$ cat src/rtl/seq_serializer_if.sv
// Handshake and serial-stream bundle for seq_serializer.
// The master side offers parallel words and consumes serial bits.
// The slave side is the serializer itself.
interface seq_serializer_if #(
  parameter int WIDTH = 8
);
  logic [WIDTH-1:0] in_data;
  logic             in_valid;
  logic             in_ready;
  logic             ser_en;
  logic             ser_out;
  logic             ser_valid;
  logic             busy;
  logic [15:0]      word_cnt;

  modport master (
    output in_data,
    output in_valid,
    input  in_ready,
    output ser_en,
    input  ser_out,
    input  ser_valid,
    input  busy,
    input  word_cnt
  );

  modport slave (
    input  in_data,
    input  in_valid,
    output in_ready,
    input  ser_en,
    output ser_out,
    output ser_valid,
    output busy,
    output word_cnt
  );
endinterface

$ cat src/rtl/seq_serializer.sv
// Parallel-to-serial converter with a one-word holding buffer.
// Accepts WIDTH-bit words over a valid/ready handshake and shifts them
// out one bit per ser_en cycle.  A word offered while another is
// shifting is parked in the holding register, so consecutive words
// stream without a gap in ser_valid.
module seq_serializer #(
  parameter int WIDTH     = 8,
  parameter bit MSB_FIRST = 1'b1
) (
  input  logic            clk,
  input  logic            reset,
  seq_serializer_if.slave bus
);

  localparam int CNT_W = $clog2(WIDTH + 1);

  localparam logic [0:0] ST_IDLE  = 1'b0;
  localparam logic [0:0] ST_SHIFT = 1'b1;

  localparam logic [CNT_W-1:0] CNT_FULL = CNT_W'(WIDTH);
  localparam logic [CNT_W-1:0] CNT_ONE  = CNT_W'(1);

  logic [0:0]       state_reg,     state_next;
  logic [WIDTH-1:0] shreg_reg,     shreg_next;
  logic [CNT_W-1:0] bit_cnt_reg,   bit_cnt_next;
  logic [WIDTH-1:0] hold_reg,      hold_next;
  logic             hold_full_reg, hold_full_next;
  logic [15:0]      word_cnt_reg,  word_cnt_next;

  logic [WIDTH-1:0] shreg_shifted;
  logic             out_bit;
  logic             xfer;
  logic             last_bit;

  // Shift direction and output tap depend only on the bit-order parameter.
  generate
    if (MSB_FIRST) begin : g_msb_first
      assign shreg_shifted = {shreg_reg[WIDTH-2:0], 1'b0};
      assign out_bit       = shreg_reg[WIDTH-1];
    end else begin : g_lsb_first
      assign shreg_shifted = {1'b0, shreg_reg[WIDTH-1:1]};
      assign out_bit       = shreg_reg[0];
    end
  endgenerate

  // The holding register is the only thing that can refuse a word.
  assign xfer     = bus.in_valid && !hold_full_reg;
  assign last_bit = (state_reg == ST_SHIFT) && bus.ser_en && (bit_cnt_reg == CNT_ONE);

  assign bus.in_ready  = !hold_full_reg;
  assign bus.ser_valid = (state_reg == ST_SHIFT);
  assign bus.ser_out   = (state_reg == ST_SHIFT) ? out_bit : 1'b0;
  assign bus.busy      = (state_reg == ST_SHIFT) || hold_full_reg;
  assign bus.word_cnt  = word_cnt_reg;

  // Next-state logic: load, shift, refill from hold or go idle.
  always_comb begin
    state_next     = state_reg;
    shreg_next     = shreg_reg;
    bit_cnt_next   = bit_cnt_reg;
    hold_next      = hold_reg;
    hold_full_next = hold_full_reg;
    word_cnt_next  = word_cnt_reg;

    if (state_reg == ST_IDLE) begin
      // Empty shifter: a new word goes straight in, first bit next cycle.
      if (xfer) begin
        shreg_next   = bus.in_data;
        bit_cnt_next = CNT_FULL;
        state_next   = ST_SHIFT;
      end
    end else if (last_bit) begin
      // Final bit consumed: refill without a bubble if anything is waiting.
      word_cnt_next = word_cnt_reg + 16'd1;
      if (hold_full_reg) begin
        shreg_next     = hold_reg;
        bit_cnt_next   = CNT_FULL;
        hold_full_next = 1'b0;
      end else if (xfer) begin
        shreg_next   = bus.in_data;
        bit_cnt_next = CNT_FULL;
      end else begin
        shreg_next   = '0;
        bit_cnt_next = '0;
        state_next   = ST_IDLE;
      end
    end else begin
      // Mid-word: shift when consumed, park any accepted word in the hold.
      if (bus.ser_en) begin
        shreg_next   = shreg_shifted;
        bit_cnt_next = bit_cnt_reg - CNT_ONE;
      end
      if (xfer) begin
        hold_next      = bus.in_data;
        hold_full_next = 1'b1;
      end
    end
  end

  // State registers; reset drops any partial or held word immediately.
  always_ff @(posedge clk or posedge reset) begin
    if (reset) begin
      state_reg     <= ST_IDLE;
      shreg_reg     <= '0;
      bit_cnt_reg   <= '0;
      hold_reg      <= '0;
      hold_full_reg <= 1'b0;
      word_cnt_reg  <= '0;
    end else begin
      state_reg     <= state_next;
      shreg_reg     <= shreg_next;
      bit_cnt_reg   <= bit_cnt_next;
      hold_reg      <= hold_next;
      hold_full_reg <= hold_full_next;
      word_cnt_reg  <= word_cnt_next;
    end
  end

endmodule
$ cat src/flat_wrapper.sv
// flat-port wrapper written by rule: the top's interface ports become plain ports
module seq_serializer_flat 
#(
  parameter int WIDTH     = 8,
  parameter bit MSB_FIRST = 1'b1
)
  (clk, reset, bus_in_data, bus_in_valid, bus_in_ready, bus_ser_en, bus_ser_out, bus_ser_valid, bus_busy, bus_word_cnt);
  seq_serializer_if #(.WIDTH(WIDTH)) bus_i ();
  input  logic clk;
  input  logic reset;
  input wire logic [$bits(bus_i.in_data)-1:0] bus_in_data;
  input wire logic [$bits(bus_i.in_valid)-1:0] bus_in_valid;
  output wire logic [$bits(bus_i.in_ready)-1:0] bus_in_ready;
  input wire logic [$bits(bus_i.ser_en)-1:0] bus_ser_en;
  output wire logic [$bits(bus_i.ser_out)-1:0] bus_ser_out;
  output wire logic [$bits(bus_i.ser_valid)-1:0] bus_ser_valid;
  output wire logic [$bits(bus_i.busy)-1:0] bus_busy;
  output wire logic [$bits(bus_i.word_cnt)-1:0] bus_word_cnt;
  assign bus_i.in_data = bus_in_data;
  assign bus_i.in_valid = bus_in_valid;
  assign bus_in_ready = bus_i.in_ready;
  assign bus_i.ser_en = bus_ser_en;
  assign bus_ser_out = bus_i.ser_out;
  assign bus_ser_valid = bus_i.ser_valid;
  assign bus_busy = bus_i.busy;
  assign bus_word_cnt = bus_i.word_cnt;
  seq_serializer #(.WIDTH(WIDTH), .MSB_FIRST(MSB_FIRST)) u_core (.clk(clk), .reset(reset), .bus(bus_i));
endmodule
$ cat config.mk
export PLATFORM = sky130hd
export DESIGN_NAME = seq_serializer_flat
export DESIGN_NICKNAME = d
export VERILOG_FILES = /design/src/rtl/seq_serializer_if.sv /design/src/rtl/seq_serializer.sv /design/src/flat_wrapper.sv
export SDC_FILE = /design/constraint.sdc
export NUM_CORES = 1
export LEC_CHECK = 0
export CAP_MARGIN = 10
export CORE_AREA = 2 2 65 67
export DETAILED_ROUTE_END_ITERATION = 7
export DIE_AREA = 0 0 67 69
export PLACE_DENSITY = 0.81
export SLEW_MARGIN = 20
export SYNTH_ARGS = -nofsm -noshare
export SYNTH_HDL_FRONTEND = slang
export SYNTH_SLANG_ARGS = --single-unit
export TNS_END_PERCENT = 20
$ cat constraint.sdc
create_clock -name clk -period 1.9 [get_ports clk]
set_input_delay 0.38 -clock clk [delete_from_list [all_inputs] [get_ports clk]]
set_output_delay 0.38 -clock clk [all_outputs]
set_load 0.02 [all_outputs]
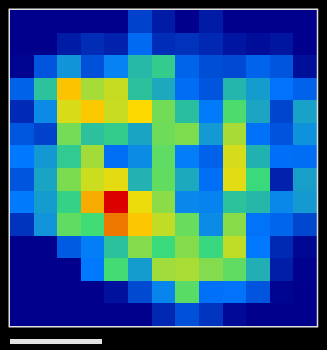
*Signal metal coverage by tile*
Scale bar: 20 µm. The die is cut into 13 by 14 equal tiles; dark blue is low, red is high, scaled to the fullest tile. Values are wire area over tile area, all layers added.
nearly empty tiles = 20%
emptiest ninth of the die = bottom left
fullest tile = 0.46
densest ninth of the die = middle
mean over tiles = 0.13

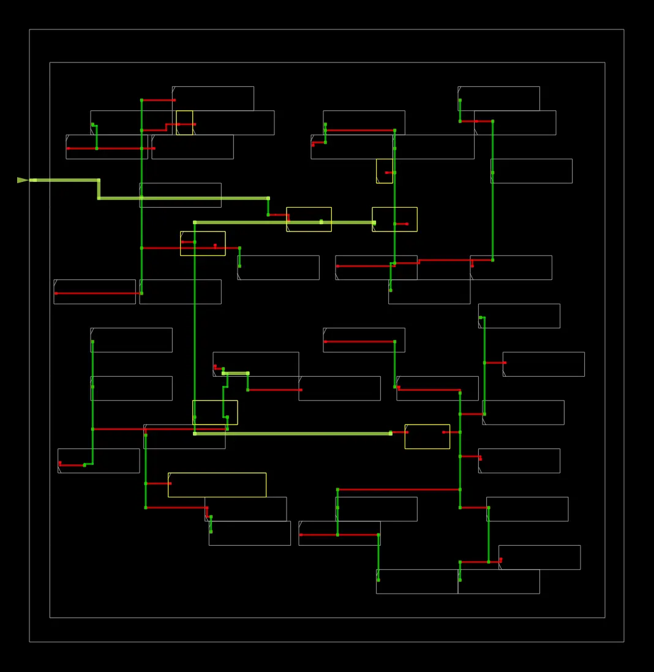
*Clock nets*
clk sinks: 38
seq_cells: 38
Clock buffer cells: 5
total CTS buffers: 5
clk latency late pin: 0.29 ns

==> flow_summary.ini <==
; flow metrics
[setup_path]
crit_path_max_incr_delay_ns = 0.56
critPathBufInv = 2
critPathCapture = u_core.bus.word_cnt[11]
rr_worst_depth = 7
critical_path_class = reg -> reg
crit_path_end_kind = register

[global_route]
grt_util_met2_pct = 31.9
grt_use_met1_pct = 24.8
track_usage_pct = 19.2
grt_pass1_vias = 1546
antenna_found_initial = 0

[hold_path]
hold_end = u_core.bus.word_cnt[15]
hp-start = u_core.bus.word_cnt[15]

[logic_synthesis]
synthTopCellsByArea = dfrtp_1 53%, mux2_2 5.0%, nand2_1 4.8%
yosys_warnings = 0
synth.distinct_cells = 38
ys.flops = 38
syn_area_um2 = 1800
top_cell = dfrtp_1
edf_count = 0

[routing]
highest_layer = met3
wl_met1_um = 1720
dr_wl_met2_um = 2040
wirelength_um = 3950
wire_per_inst_um = 14.1
drt_iter0_markers = 103
vias_per_cell = 5.28
vias = 1483

[placed_design]
placed_area_um2 = 2320
dpl.hpwl_um = 2950
dp_slack_ns = -0.128

[outcome]
outcome = finished, violations left
violations = negative setup slack

[timing]
skew_ns = 0.00808
rsz0062_at_grt = yes
setup_viol_count_final = 4
hold_viol = 0
fin_ws_ns = -0.134
maxSlewHeadroom_pct = 67.8

[cells_and_area]
mostFrequentLayoutCells = 37 x dfrtp_1, 29 x clkdlybuf4s50_1, 25 x buf_4
comb_area_share_pct = 33.3
drive_above_1_share_pct = 23.8
diodes = 0
syn2layout_area_growth_pct = 38.9
lay_top_count = dfrtp_1
layout.area.comb_um2 = 835
logic_gate_count = 119
fin_util_pct = 63.9

[cts]
root_buffer = clkbuf_8
ctsHoldBuffers = 0

[die]
taps = 50
die_h_um = 69
rows = 23

[run]
maxCapViolations = 0

[power]
power.leakage_nw = 1.12
ir_drop_v = 0.000612
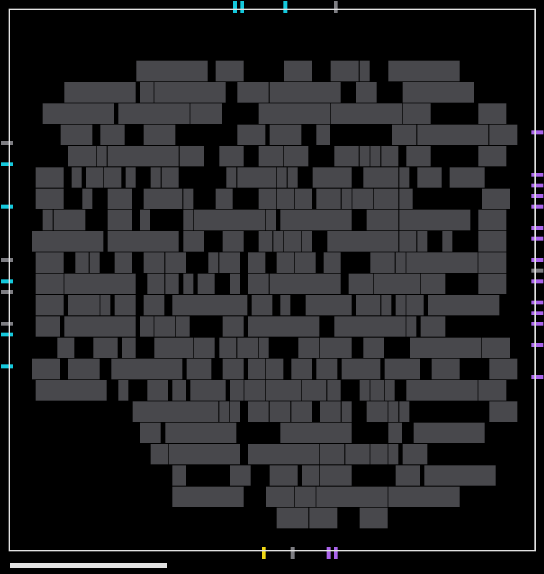
*Ports around the boundary*
Scale bar: 20 µm. Pins as bars across the die edge, other pins in gray.
yellow -> bus_ser_en  # pins 1, direction input, edge bottom
purple -> bus_word_cnt  # pins 16, direction output, edge 14 right, 2 bottom
cyan -> bus_in_data  # pins 8, direction input, edge 5 left, 3 top

-- power by group --
part,internal (W),switching (W),leakage [nW]
combinational,0.000534,0.000462,0.609
clock,0.000386,0.000278,0.0579
sequential,0.00104,0.000175,0.454
-- repair_timing --
item | in CTS | in global routing
pin swaps | 3 | 4
buffers inserted | 0 | 2
gates resized | 5 | 9
setup endpoints to repair | 8 | 22
-- kinds of logic after synthesis --
group / after synthesis / share of synthesized area [%]
simple gates: 61 / 17.2
mux: 8 / 5.00
fa+ha+maj: 3 / 2.08
xor+xnor: 15 / 7.29
flops: 38 / 52.8
buf+inv: 15 / 3.54
compound gates: 32 / 12.1
No activity file was given, so power comes from the tool's default toggle rates.
